Cells colored by class:
Drawn at 3 px/micron.
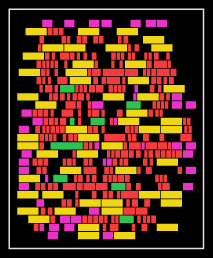
Wiring by layer:
Drawn at 4 px/micron. Two of the layers only.
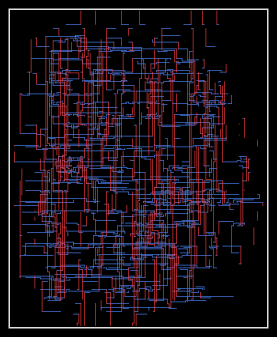
Register map, names as in the netlist:
Drawn at 8 px/micron. Other sequential cells in the stronger gray, the rest of the logic in the fainter gray.
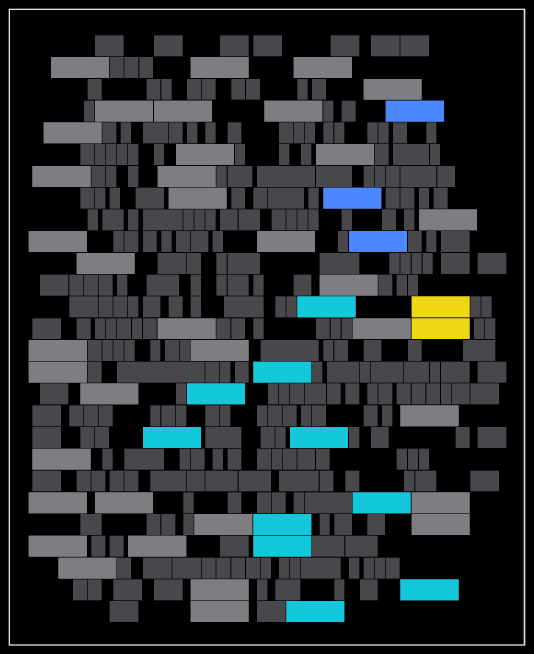
Placed standard cells:
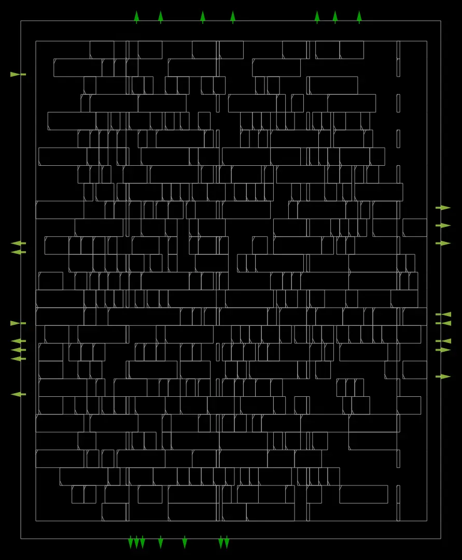
The metal 3 layer:
Drawn at 4 px/micron.
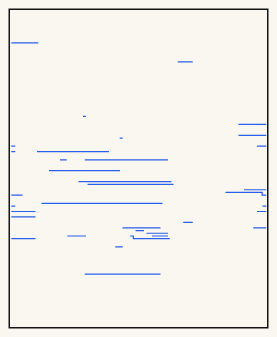
==> src/rtl/fft_r22sdf_tw_sched.sv <==
// Sample sequencer and twiddle-address scheduler for one R2^2 SDF stage pair.
// Optional sticky protocol-error flag err_o is enabled by defining FFT_TW_SCHED_ERR_EN.
module fft_r22sdf_tw_sched #(
   parameter int unsigned FFT_N        = 1024,
   parameter int unsigned NLOG2        = 10,
   parameter int unsigned STAGE        = 0,
   parameter int unsigned DRAIN_CYCLES = 8
) (
   input  logic             clk_i,
   input  logic             rst_n,
   input  logic             start_i,
   input  logic             stop_i,
   input  logic             valid_i,
   output logic [NLOG2-1:0] ctr_o,
   output logic [NLOG2-1:0] tw_addr_o,
   output logic             tw_valid_o,
   output logic             frame_start_o,
   output logic             flush_o,
   output logic             done_o,
`ifdef FFT_TW_SCHED_ERR_EN
   output logic             err_o,
`endif
   output logic             busy_o
);

   localparam int unsigned LOGM = NLOG2 - 2 * STAGE;
   localparam int unsigned DW   = (DRAIN_CYCLES > 1) ? $clog2(DRAIN_CYCLES) : 1;
   // Low bits of the local index that select the position inside a quadrant.
   localparam logic [NLOG2-1:0] QMASK = NLOG2'((1 << (LOGM - 2)) - 1);
   localparam logic [NLOG2-1:0] LAST  = NLOG2'(FFT_N - 1);
   localparam logic [NLOG2-1:0] ONE   = NLOG2'(1);

   typedef enum logic [1:0] {StIdle, StRun, StDrain} state_e;

   state_e           r_state;
   logic [NLOG2-1:0] r_cnt;
   logic [NLOG2-1:0] r_acc;
   logic             r_stop_pend;
   logic [DW-1:0]    r_drain;
   logic [NLOG2-1:0] r_ctr;
   logic [NLOG2-1:0] r_tw;
   logic             r_tw_valid;
   logic             r_frame_start;
   logic             r_flush;
   logic             r_done;
   logic             r_busy;

   logic [1:0]       w_q;
   logic [1:0]       w_f;
   logic [NLOG2-1:0] w_step;
   logic [NLOG2-1:0] w_acc_use;
   logic             w_q_first;
   logic             w_last;
   logic             w_stop_now;

   assign w_q = 2'(r_cnt >> (LOGM - 2));

   // Quadrants 1 and 2 are swapped relative to natural order (bit-reversed factor).
   always_comb begin
      w_f = 2'd0;
      unique case (w_q)
         2'd0: w_f = 2'd0;
         2'd1: w_f = 2'd2;
         2'd2: w_f = 2'd1;
         2'd3: w_f = 2'd3;
         default: w_f = 2'd0;
      endcase
   end

   assign w_step     = NLOG2'(w_f) << (2 * STAGE);
   assign w_q_first  = ((r_cnt & QMASK) == '0);
   assign w_acc_use  = w_q_first ? '0 : r_acc;
   assign w_last     = (r_cnt == LAST);
   assign w_stop_now = r_stop_pend | stop_i;

   always_ff @(posedge clk_i) begin
      if (!rst_n) begin
         r_state       <= StIdle;
         r_cnt         <= '0;
         r_acc         <= '0;
         r_stop_pend   <= 1'b0;
         r_drain       <= '0;
         r_ctr         <= '0;
         r_tw          <= '0;
         r_tw_valid    <= 1'b0;
         r_frame_start <= 1'b0;
         r_flush       <= 1'b0;
         r_done        <= 1'b0;
         r_busy        <= 1'b0;
      end else begin
         r_tw_valid    <= 1'b0;
         r_frame_start <= 1'b0;
         r_done        <= 1'b0;
         case (r_state)
            StIdle: begin
               if (start_i) begin
                  r_state     <= StRun;
                  r_busy      <= 1'b1;
                  r_cnt       <= '0;
                  r_acc       <= '0;
                  r_stop_pend <= 1'b0;
               end
            end
            StRun: begin
               if (stop_i) r_stop_pend <= 1'b1;
               if (valid_i) begin
                  r_ctr         <= r_cnt;
                  r_tw          <= w_acc_use;
                  r_tw_valid    <= 1'b1;
                  r_frame_start <= (r_cnt == '0);
                  if (w_last && w_stop_now) begin
                     r_state     <= StDrain;
                     r_flush     <= 1'b1;
                     r_cnt       <= '0;
                     r_acc       <= '0;
                     r_stop_pend <= 1'b0;
                     r_drain     <= DW'(DRAIN_CYCLES - 1);
                  end else begin
                     r_cnt <= r_cnt + ONE;
                     r_acc <= w_acc_use + w_step;
                  end
               end
            end
            StDrain: begin
               if (r_drain == '0) begin
                  r_state <= StIdle;
                  r_flush <= 1'b0;
                  r_busy  <= 1'b0;
                  r_done  <= 1'b1;
               end else begin
                  r_drain <= r_drain - DW'(1);
               end
            end
            default: r_state <= StIdle;
         endcase
      end
   end

`ifdef FFT_TW_SCHED_ERR_EN
   logic r_err;

   always_ff @(posedge clk_i) begin
      if (!rst_n) begin
         r_err <= 1'b0;
      end else if ((valid_i && (r_state != StRun)) || (start_i && (r_state != StIdle))) begin
         r_err <= 1'b1;
      end
   end

   assign err_o = r_err;
`endif

   assign ctr_o         = r_ctr;
   assign tw_addr_o     = r_tw;
   assign tw_valid_o    = r_tw_valid;
   assign frame_start_o = r_frame_start;
   assign flush_o       = r_flush;
   assign done_o        = r_done;
   assign busy_o        = r_busy;

endmodule

==> config.mk <==
export PLATFORM = sky130hd
export DESIGN_NAME = fft_r22sdf_tw_sched
export DESIGN_NICKNAME = d
export VERILOG_FILES = /design/src/rtl/fft_r22sdf_tw_sched.sv
export SDC_FILE = /design/constraint.sdc
export NUM_CORES = 1
export LEC_CHECK = 0
export ABC_AREA = 1
export CAP_MARGIN = 40
export CORE_ASPECT_RATIO = 1.25
export CORE_MARGIN = 2
export CORE_UTILIZATION = 52
export CTS_BUF_LIST = sky130_fd_sc_hd__clkbuf_8
export CTS_CLUSTER_SIZE = 30
export DETAILED_ROUTE_END_ITERATION = 8
export GPL_TIMING_DRIVEN = 0
export PLACE_DENSITY = 0.76
export SETUP_SLACK_MARGIN = 0.02
export SYNTH_ARGS = -nofsm -noshare
export SYNTH_HDL_FRONTEND = slang
export SYNTH_SLANG_ARGS = --single-unit
==> constraint.sdc <==
create_clock -name clk_i -period 3.05 [get_ports clk_i]
set_input_delay 0.4575 -clock clk_i [delete_from_list [all_inputs] [get_ports clk_i]]
set_output_delay 0.4575 -clock clk_i [all_outputs]
set_load 0.02 [all_outputs]
==> flow_summary.ini <==
; flow metrics
[status]
status = finished clean

[timing]
fin_ws_ps = 644
rsz0062_at_grt = false
tightest_slew_ps = 489
hold_violations = 0
hold_slack_ps = 471
fin_crit_sh_pct = 78.9
min_period_ps = 2410
fmax_mhz = 416
maxSlewHeadroom_pct = 67.4
finalSetupViolCount = 0
fin_skew_ps = 11.7

[layout]
instances_no_fill = 402
fin_nets = 355
drive_above_1_share_pct = 11.9
num_antenna_cells = 0
final_core_util_pct = 64.6
syn2layout_area_growth_pct = 20.4

[critical_path]
critPathKind = reg2reg
timing.critical_path.from = r_cnt[0]$_SDFFE_PN0P_
worstPathRequired_ps = 3290
crit_slowest_cell = fa_1
cp-start-kind = flop
path_cells = inv_1, ha_1, nand2_1, nor2_2, nand2_4, buf_6, inv_2, nor2_1, ha_1, fa_1, nand3_1, nor2_2, xnor2_1, nand2_1, a21oi_1
cp-end-kind = flop
crit_family = adder cells
cp.arrival_ps = 2640
worst-path-max-fanout = 10
max_stage_delay_ps = 400

[place]
globalplace.congestion = 0.809
dpl.cell_count = 394

[power_and_ir_drop]
power_frac_clock_pct = 33.8
p_comb_share_pct = 16.5
power_mw = 1.44
p_seq_share_pct = 49.7
switchingPower_mw = 0.390
p_int_mw = 1.05

[synthesis]
edf_count = 0
syn_area_per_cell_sq_um = 7.68
yosys-stat-cells = 307
synthCells = 307
top_cells_by_count = dfxtp_1 (51), nand2_1 (48), a21oi_1 (43), inv_1 (28), nor2_1 (24)
yosysWarnings = 0
async_flop_share_pct = 0
ys.flop_type = dfxtp_1
syn_area_sq_mm = 0.00236
largest_area_cell = dfxtp_1
floorplan.nets = 319
ys_chip_area_sq_mm = 0.00236
ys_ff = 51

[clocking]
cts_max_path_buffers = 2
htreeDepth = 2
root_buffer = clkbuf_8
cts.repair.resized = 0
postCtsHoldBufs = 0
cts.clk_slew.worst_paths_ps = 100
cts_setup_buffers = 0

[detailed_routing]
drtIter0Drc = 114
drt-pass1-iter-count = 4
wire_per_inst_microns = 12.9
routed_via_density = 5.25
ant_nets = 0
wl_mm = 5.21

[global_routing]
grt_usage_pct = 22.2
gr-total-overflow = 0
antenna_found_initial = 0

[die]
pin_count = 30
core_sq_mm = 0.00439

[worst_hold_path]
hold_path_class = reg2reg

[flow_run]
drv_cap = 0
## Picture notes: 'cells colored by class'
[sequential cells] yellow | cells: 51
[remaining buffers and delay cells] magenta | cells: 40
[clock drivers and dummy loads] green | cells: 8
[remaining logic cells] red | cells: 245

## Picture notes: 'wiring by layer'
[M2] red | wire length: 2570 microns
[M1] blue | wire length: 2240 microns

## Picture notes: 'register map, names as in the netlist'
[r_state] yellow | flops: 2
[r_drain] blue | flops: 3
[r_cnt] cyan | flops: 10
not colored: 36

## Picture notes: 'placed standard cells'
registers: 51
sequential portion of the cell area: 36.0%
FP Rows: 27
# fillers: 381

## Picture notes: 'the metal 3 layer'
share of all routed wire: 4.9%
longest straight run: 29.9 microns

-- flip-flops by register name, indices dropped and copies added, names as in the netlist --
name	cells
r_acc	10
busy_o	1
tw_valid_o	1
r_drain	3
r_state	2
ctr_o	10
r_cnt	10
flush_o	1
tw_addr_o	10
r_stop_pend	1
frame_start_o	1
done_o	1
-- cells by family after synthesis --
group | share of synthesized area, %
compound gates | 15.4
simple gates | 27.9
fa+ha+maj | 4.03
flops | 43.3
buf+inv | 8.28
xor+xnor | 1.11
-- tightest hold or removal path: cells and delay by family (launching register included) --
| kind | cells | cell delay [ps] |
|---|---|---|
| AND-OR/OR-AND | 1 | 50 |
| AND/OR/NAND/NOR | 1 | 60 |
| flip-flops | 1 | 320 |
-- worst min-delay path by stage --
stage | end | slack (ps) | cells after the start | startpoint
floorplan | r_drain[2]$_SDFFE_PN0P_ | 440 | 2 | r_drain[2]$_SDFFE_PN0P_
global placement | flush_o$_SDFFE_PN0P_ | 450 | 2 | flush_o$_SDFFE_PN0P_
detailed placement | r_acc[0]$_SDFFE_PN0P_ | 460 | 2 | r_acc[0]$_SDFFE_PN0P_
CTS | r_acc[0]$_SDFFE_PN0P_ | 470 | 2 | r_acc[0]$_SDFFE_PN0P_
global route | r_acc[8]$_SDFFE_PN0P_ | 490 | 2 | r_acc[8]$_SDFFE_PN0P_
finish | r_acc[0]$_SDFFE_PN0P_ | 470 | 2 | r_acc[0]$_SDFFE_PN0P_
-- final cells by class --
cell class	instances	area (sq um)
Timing Repair Buffer	29	290
Multi-Input combinational cell	208	1140
Buffer	11	56.3
Tap cell	58	72.6
Clock buffer	6	82.6
Fill cell	381	1550
Sequential cell	51	1020
Inverter	37	139
Clock inverter	2	35.0
-- power by group through the flow --
stage | clock, mW | sequential (mW) | combinational, mW
2_1_floorplan | 0 | 0.760 | 0.125
3_3_place_gp | 0 | 0.732 | 0.238
3_5_place_dp | 0 | 0.733 | 0.240
4_1_cts | 0.495 | 0.718 | 0.241
5_1_grt | 0.523 | 0.722 | 0.263
6_report | 0.488 | 0.717 | 0.239
-- layout by cell type, fill, tap and decap left out, drive strengths merged --
cell	instances
a21oi	43
a31oi	1
and3	1
buf	5
bufinv	1
clkbuf	12
clkdlybuf4s50	29
clkinv	2
dfxtp	51
fa	1
ha	6
inv	36
nand2	56
nand3	24
nand3b	2
nand4	3
nor2	31
nor3	9
nor4	1
o211ai	2
o21ai	23
o21bai	1
or2	1
xnor2	1
xor2	2
-- layer usage --
metal	GRT usage (%)	routed length [microns]	vias to the layer above
li1	-	-	1079
met1	26.9	2240	973
met2	38.4	2570	47
met3	4.11	257	10
met4	8.94	133	0
met5	0	0	-
No activity file was given, so power comes from the tool's default toggle rates.
